**src/rtl/ttt_pkg.sv**
```systemverilog
// Shared tic-tac-toe definitions: cell marks, winner codes, controller states,
// the eight winning lines and a cell extraction helper.
package ttt_pkg;

   localparam logic [1:0] CELL_N = 2'b00;
   localparam logic [1:0] CELL_X = 2'b01;
   localparam logic [1:0] CELL_O = 2'b11;

   localparam logic [1:0] WIN_NONE = 2'b00;
   localparam logic [1:0] WIN_X    = 2'b01;
   localparam logic [1:0] WIN_O    = 2'b11;
   localparam logic [1:0] WIN_DRAW = 2'b10;

   typedef enum logic [1:0] {
      PLAY  = 2'd0,
      CHECK = 2'd1,
      DONE  = 2'd2
   } state_t;

   // Rows, then columns, then the two diagonals, as row-major cell indices.
   localparam logic [3:0] WIN_LINES [8][3] = '{
      '{4'd0, 4'd1, 4'd2},
      '{4'd3, 4'd4, 4'd5},
      '{4'd6, 4'd7, 4'd8},
      '{4'd0, 4'd3, 4'd6},
      '{4'd1, 4'd4, 4'd7},
      '{4'd2, 4'd5, 4'd8},
      '{4'd0, 4'd4, 4'd8},
      '{4'd2, 4'd4, 4'd6}
   };

   function automatic logic [1:0] cellAt(input logic [17:0] brd, input logic [3:0] idx);
      return 2'(brd >> {idx, 1'b0});
   endfunction

endpackage

```
**src/rtl/game_ctrl_if.sv**
```systemverilog
// Move handshake and game status bundle between a player/host and game_ctrl.
interface game_ctrl_if;

   logic        new_game;
   logic        move_valid;
   logic [3:0]  move_idx;
   logic        move_ready;
   logic        move_err;
   logic [17:0] board;
   logic        turn;
   logic [1:0]  winner;
   logic        game_over;
   logic        timeout;

   modport master (
      output new_game, move_valid, move_idx,
      input  move_ready, move_err, board, turn, winner, game_over, timeout
   );

   modport slave (
      input  new_game, move_valid, move_idx,
      output move_ready, move_err, board, turn, winner, game_over, timeout
   );

endinterface

```
**src/rtl/ttt_line_check.sv**
```systemverilog
// Combinational board evaluation: any completed line (and its mark) plus a
// board-full flag, used by the controller's single-cycle CHECK state.
module ttt_line_check
   import ttt_pkg::*;
(
   input  logic [17:0] board_i,
   output logic        winFlag_o,
   output logic [1:0]  winMark_o,
   output logic        full_o
);

   logic [1:0] cellA, cellB, cellC;

   always_comb begin
      winFlag_o = 1'b0;
      winMark_o = CELL_N;
      full_o    = 1'b1;
      cellA     = CELL_N;
      cellB     = CELL_N;
      cellC     = CELL_N;
      for (int c = 0; c < 9; c++) begin
         if (cellAt(board_i, 4'(c)) == CELL_N) full_o = 1'b0;
      end
      for (int l = 0; l < 8; l++) begin
         cellA = cellAt(board_i, WIN_LINES[l][0]);
         cellB = cellAt(board_i, WIN_LINES[l][1]);
         cellC = cellAt(board_i, WIN_LINES[l][2]);
         if ((cellA != CELL_N) && (cellA == cellB) && (cellB == cellC)) begin
            winFlag_o = 1'b1;
            winMark_o = cellA;
         end
      end
   end

endmodule

```
**src/rtl/game_ctrl.sv**
```systemverilog
// Tic-tac-toe controller: move handshake, one-cycle line check, win/draw detection.
// The turn-forfeit idle timer is only built when GAME_TIMEOUT_EN is defined.
module game_ctrl
   import ttt_pkg::*;
#(
   parameter int TIMEOUT_CYCLES = 1000
) (
   input logic        clk,
   input logic        Reset_n,
   game_ctrl_if.slave bus
);

   state_t      state_q, state_d;
   logic [17:0] board_q, board_d;
   logic        turn_q, turn_d;
   logic [1:0]  winner_q, winner_d;
   logic        moveErr_q;
   logic        moveReady, legalMove, illegalMove, forfeit;
   logic [1:0]  mark;
   logic        winFlag, boardFull;
   logic [1:0]  winMark;

   ttt_line_check uLineCheck (
      .board_i   (board_q),
      .winFlag_o (winFlag),
      .winMark_o (winMark),
      .full_o    (boardFull)
   );

   assign moveReady   = (state_q == PLAY) && !bus.new_game;
   assign mark        = turn_q ? CELL_O : CELL_X;
   assign legalMove   = moveReady && bus.move_valid && (bus.move_idx <= 4'd8)
                        && (cellAt(board_q, bus.move_idx) == CELL_N);
   assign illegalMove = moveReady && bus.move_valid && !legalMove;

`ifdef GAME_TIMEOUT_EN
   localparam int CNT_W = (TIMEOUT_CYCLES > 1) ? $clog2(TIMEOUT_CYCLES) : 1;

   logic [CNT_W-1:0] idleCnt_q, idleCnt_d;
   logic             timeout_q;

   // Idle means a PLAY cycle without an accepted legal move; illegal attempts still count.
   assign forfeit = moveReady && !legalMove && (idleCnt_q == CNT_W'(TIMEOUT_CYCLES - 1));

   always_comb begin
      idleCnt_d = '0;
      if (moveReady && !legalMove && !forfeit) idleCnt_d = idleCnt_q + CNT_W'(1);
   end

   always_ff @(posedge clk or negedge Reset_n) begin
      if (!Reset_n) begin
         idleCnt_q <= '0;
         timeout_q <= 1'b0;
      end else begin
         idleCnt_q <= idleCnt_d;
         timeout_q <= forfeit;
      end
   end

   assign bus.timeout = timeout_q;
`else
   assign forfeit     = 1'b0;
   assign bus.timeout = 1'b0;
`endif

   always_comb begin
      state_d  = state_q;
      board_d  = board_q;
      turn_d   = turn_q;
      winner_d = winner_q;
      if (bus.new_game) begin
         state_d  = PLAY;
         board_d  = '0;
         turn_d   = 1'b0;
         winner_d = WIN_NONE;
      end else begin
         case (state_q)
            PLAY: begin
               if (legalMove) begin
                  board_d = board_q | (18'(mark) << {bus.move_idx, 1'b0});
                  state_d = CHECK;
               end else if (forfeit) begin
                  turn_d = ~turn_q;
               end
            end
            CHECK: begin
               // A completed line takes precedence so a ninth-move win is not a draw.
               if (winFlag) begin
                  winner_d = winMark;
                  state_d  = DONE;
               end else if (boardFull) begin
                  winner_d = WIN_DRAW;
                  state_d  = DONE;
               end else begin
                  turn_d  = ~turn_q;
                  state_d = PLAY;
               end
            end
            DONE:    state_d = DONE;
            default: state_d = PLAY;
         endcase
      end
   end

   always_ff @(posedge clk or negedge Reset_n) begin
      if (!Reset_n) begin
         state_q   <= PLAY;
         board_q   <= '0;
         turn_q    <= 1'b0;
         winner_q  <= WIN_NONE;
         moveErr_q <= 1'b0;
      end else begin
         state_q   <= state_d;
         board_q   <= board_d;
         turn_q    <= turn_d;
         winner_q  <= winner_d;
         moveErr_q <= illegalMove;
      end
   end

   assign bus.move_ready = moveReady;
   assign bus.move_err   = moveErr_q;
   assign bus.board      = board_q;
   assign bus.turn       = turn_q;
   assign bus.winner     = winner_q;
   assign bus.game_over  = (state_q == DONE);

endmodule

```
**src/flat_wrapper.sv**
```systemverilog
// flat-port wrapper written by rule: the top's interface ports become plain ports
module game_ctrl_flat import ttt_pkg::*;
#(
   parameter int TIMEOUT_CYCLES = 1000
)
  (clk, Reset_n, bus_new_game, bus_move_valid, bus_move_idx, bus_move_ready, bus_move_err, bus_board, bus_turn, bus_winner, bus_game_over, bus_timeout);
  game_ctrl_if bus_i ();
  input logic clk;
  input logic Reset_n;
  input wire logic [$bits(bus_i.new_game)-1:0] bus_new_game;
  input wire logic [$bits(bus_i.move_valid)-1:0] bus_move_valid;
  input wire logic [$bits(bus_i.move_idx)-1:0] bus_move_idx;
  output wire logic [$bits(bus_i.move_ready)-1:0] bus_move_ready;
  output wire logic [$bits(bus_i.move_err)-1:0] bus_move_err;
  output wire logic [$bits(bus_i.board)-1:0] bus_board;
  output wire logic [$bits(bus_i.turn)-1:0] bus_turn;
  output wire logic [$bits(bus_i.winner)-1:0] bus_winner;
  output wire logic [$bits(bus_i.game_over)-1:0] bus_game_over;
  output wire logic [$bits(bus_i.timeout)-1:0] bus_timeout;
  assign bus_i.new_game = bus_new_game;
  assign bus_i.move_valid = bus_move_valid;
  assign bus_i.move_idx = bus_move_idx;
  assign bus_move_ready = bus_i.move_ready;
  assign bus_move_err = bus_i.move_err;
  assign bus_board = bus_i.board;
  assign bus_turn = bus_i.turn;
  assign bus_winner = bus_i.winner;
  assign bus_game_over = bus_i.game_over;
  assign bus_timeout = bus_i.timeout;
  game_ctrl #(.TIMEOUT_CYCLES(TIMEOUT_CYCLES)) u_core (.clk(clk), .Reset_n(Reset_n), .bus(bus_i));
endmodule
```
**config.mk**
```make
export PLATFORM = sky130hd
export DESIGN_NAME = game_ctrl_flat
export DESIGN_NICKNAME = d
export VERILOG_FILES = /design/src/rtl/ttt_pkg.sv /design/src/rtl/game_ctrl_if.sv /design/src/rtl/ttt_line_check.sv /design/src/rtl/game_ctrl.sv /design/src/flat_wrapper.sv
export SDC_FILE = /design/constraint.sdc
export NUM_CORES = 1
export LEC_CHECK = 0
export ABC_AREA = 1
export ABC_CLOCK_PERIOD_IN_PS = 4610
export CAP_MARGIN = 30
export CORE_MARGIN = 2
export CORE_UTILIZATION = 56
export DETAILED_ROUTE_END_ITERATION = 10
export PLACE_DENSITY = 0.93
export SETUP_SLACK_MARGIN = 0.1
export SYNTH_ARGS = -nofsm -noshare
export SYNTH_HDL_FRONTEND = slang
export SYNTH_SLANG_ARGS = --single-unit
```
**constraint.sdc**
```tcl
create_clock -name clk -period 4.61 [get_ports clk]
set_clock_uncertainty 0.15 [all_clocks]
set_input_delay 0.6915 -clock clk [delete_from_list [all_inputs] [get_ports clk]]
set_output_delay 0.6915 -clock clk [all_outputs]
set_load 0.01 [all_outputs]
```
Placement by cell class:
The bar under the picture is 20 um long. Fill, decap, tap and diode cells in grey.
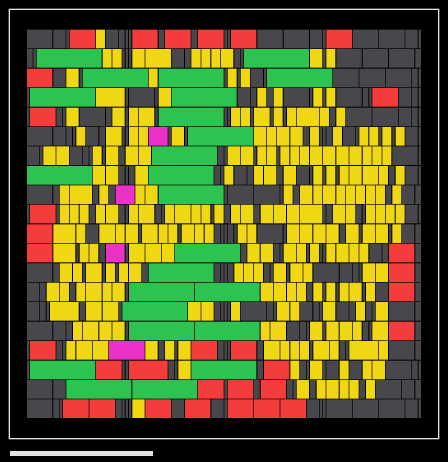
- yellow: combinational and other logic (cells 235; share of their area 53%)
- magenta: clock drivers and dummy loads (cells 4; share of their area 1.8%)
- red: remaining buffers and delay cells (cells 32; share of their area 16%)
- green: sequential cells (cells 24; share of their area 29%)

Placed standard cells:
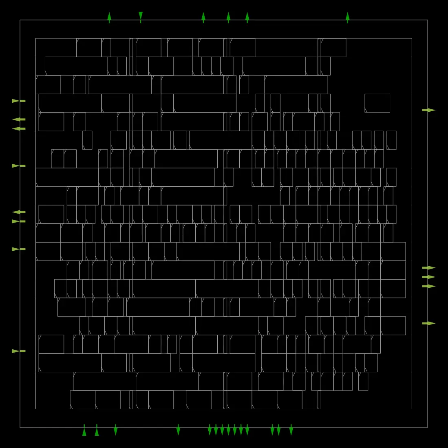
seq_cells: 24
row cnt: 20
number of tapcells: 33
Fillers: 265
final cell count without fillers: 328

Metal layers overlaid:
The bar under the picture is 20 um long.
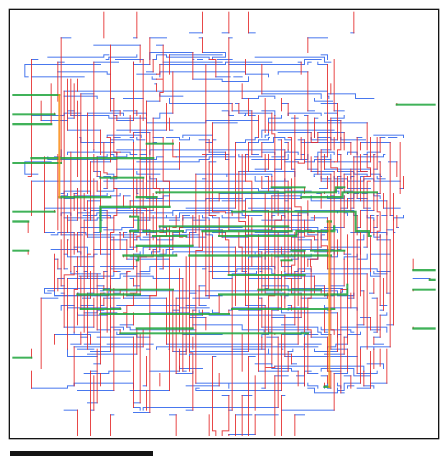
- red: metal 2 (wire length 2210 um)
- blue: metal 1 (wire length 2110 um)
- green: metal 3 (wire length 402 um)
- orange: metal 4 (wire length 37.4 um)

Gate families picked out:
The bar under the picture is 20 um long.
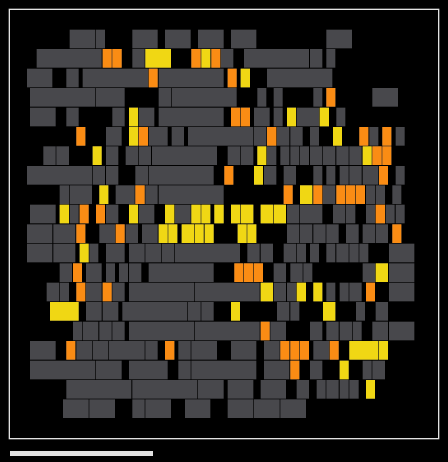
- orange: inv cells (cells 45; where spread over the die)
- yellow: nor cells (cells 43)

==> reports/results.ini <==
[global_routing]
antenna_found_initial = 0
grt_max_degree = 23
grt_pass1_wl_um = 7730

[logic_synthesis]
netlist_area_um2 = 1740
yosys-top-cells-area = dfrtp_1, nand2_1, nand3_1
top_cell_area_share_pct = 34.4
xor_share_pct = 0
avgSynthCellArea_um2 = 6.56
yosysTopAreaCell = dfrtp_1
edf_count = 0
synthTopLogicFamily = simple AND/OR/NAND/NOR gates
common_cells = nand2_1, inv_1, nand3_1
adder_share_pct = 0
top_cell = nand2_1
yosys_most_used_dff = dfrtp_1
syn_inst = 266
mux_share_pct = 0

[sta]
setup_viol = 0
fmax_mhz = 314
fin_tns_setup_ps = 0
tightest_slew_ps = 653
post-route-period-util_pct = 69.0
slew_headroom_pct = 56.3
rsz0062_at_grt = false

[pwr]
clkPwrFrac_pct = 28.1
p_sw_w = 0.000102
swShare_pct = 26.4
powerDensity_nw_per_um2 = 184
finalPower_w = 0.000385
p_seq_share_pct = 57.2
comb_power_w = 0.0000569
power.internal_w = 0.000284
p_leak_nw = 0.934

[floorplan]
core_um2 = 3000
dieWidth_um = 59.8
initCoreUtil_pct = 58.1
die_h_um = 59.8
chip_area_um2 = 3580

[critical_path]
r2r-start = u_core.bus.board[9]
cp_data_required_time_ps = 3770
regToRegSetupSlack_ps = 2560
r2r_end = u_core.bus.turn
critPathArrivalTime_ps = 2340
crit_path_end_kind = output pin
path_class = in2out
r2r_cells = 8
path_max_fanout = 19
endpoint = bus_move_ready

[final_layout]
design_area_um2 = 2090
fin_util_pct = 69.7
fin_nets = 304
lay_top_cells = nand2_1, inv_1, nand3_1
final_common_cell = nand2_1
multiInputGateArea_um2 = 920
area_growth_pct = 19.9
largest_reg_flops = 18
antenna_cells = 0

[hold_path]
holdPathStages = 2
min_to = u_core.bus.winner[0]

[drt]
num_vias = 1890
drt_iter0_drc = 158
drc = 0
wl_per_cell_um = 14.5
ant_nets = 0
drtPass1Iterations = 5

[run]
warnings = 26

[clock_tree]
cts_setup_buffers = 0
clk_latency_ps = 310
cts_buffers = 3
cts_resized = 0
cts_tree = yes

[place]
detailed_place_hpwl_um = 3820
post_dp_cell_area_um2 = 2060

[run_status]
outcome = finished clean

-- final cells by class --
type / count / area share [%]
Sequential cell: 24 / 28.7
Timing Repair Buffer: 32 / 15.6
Clock buffer: 4 / 1.73
Inverter: 45 / 8.07
Tap cell: 33 / 1.97
Multi-Input combinational cell: 190 / 44.0
-- stage by stage --
step	std cells	hold WS (ps)
2_1_floorplan	266	246
3_3_place_gp	323	345
3_5_place_dp	324	355
4_1_cts	328	382
5_1_grt	328	410
6_report	328	376
-- metal layers --
metal / wire, um / track usage, % / vias to the layer above
li1: - / - / 941
met1: 2110 / 41.7 / 855
met2: 2210 / 46.0 / 90
met3: 402 / 3.90 / 4
met4: 37 / 6.35 / 0
met5: 0 / 0 / -
-- critical path, cell delays in order --
cell	delay, ps
clkdlybuf4s50_1	740
nor3_2	320
clkdlybuf4s50_1	590
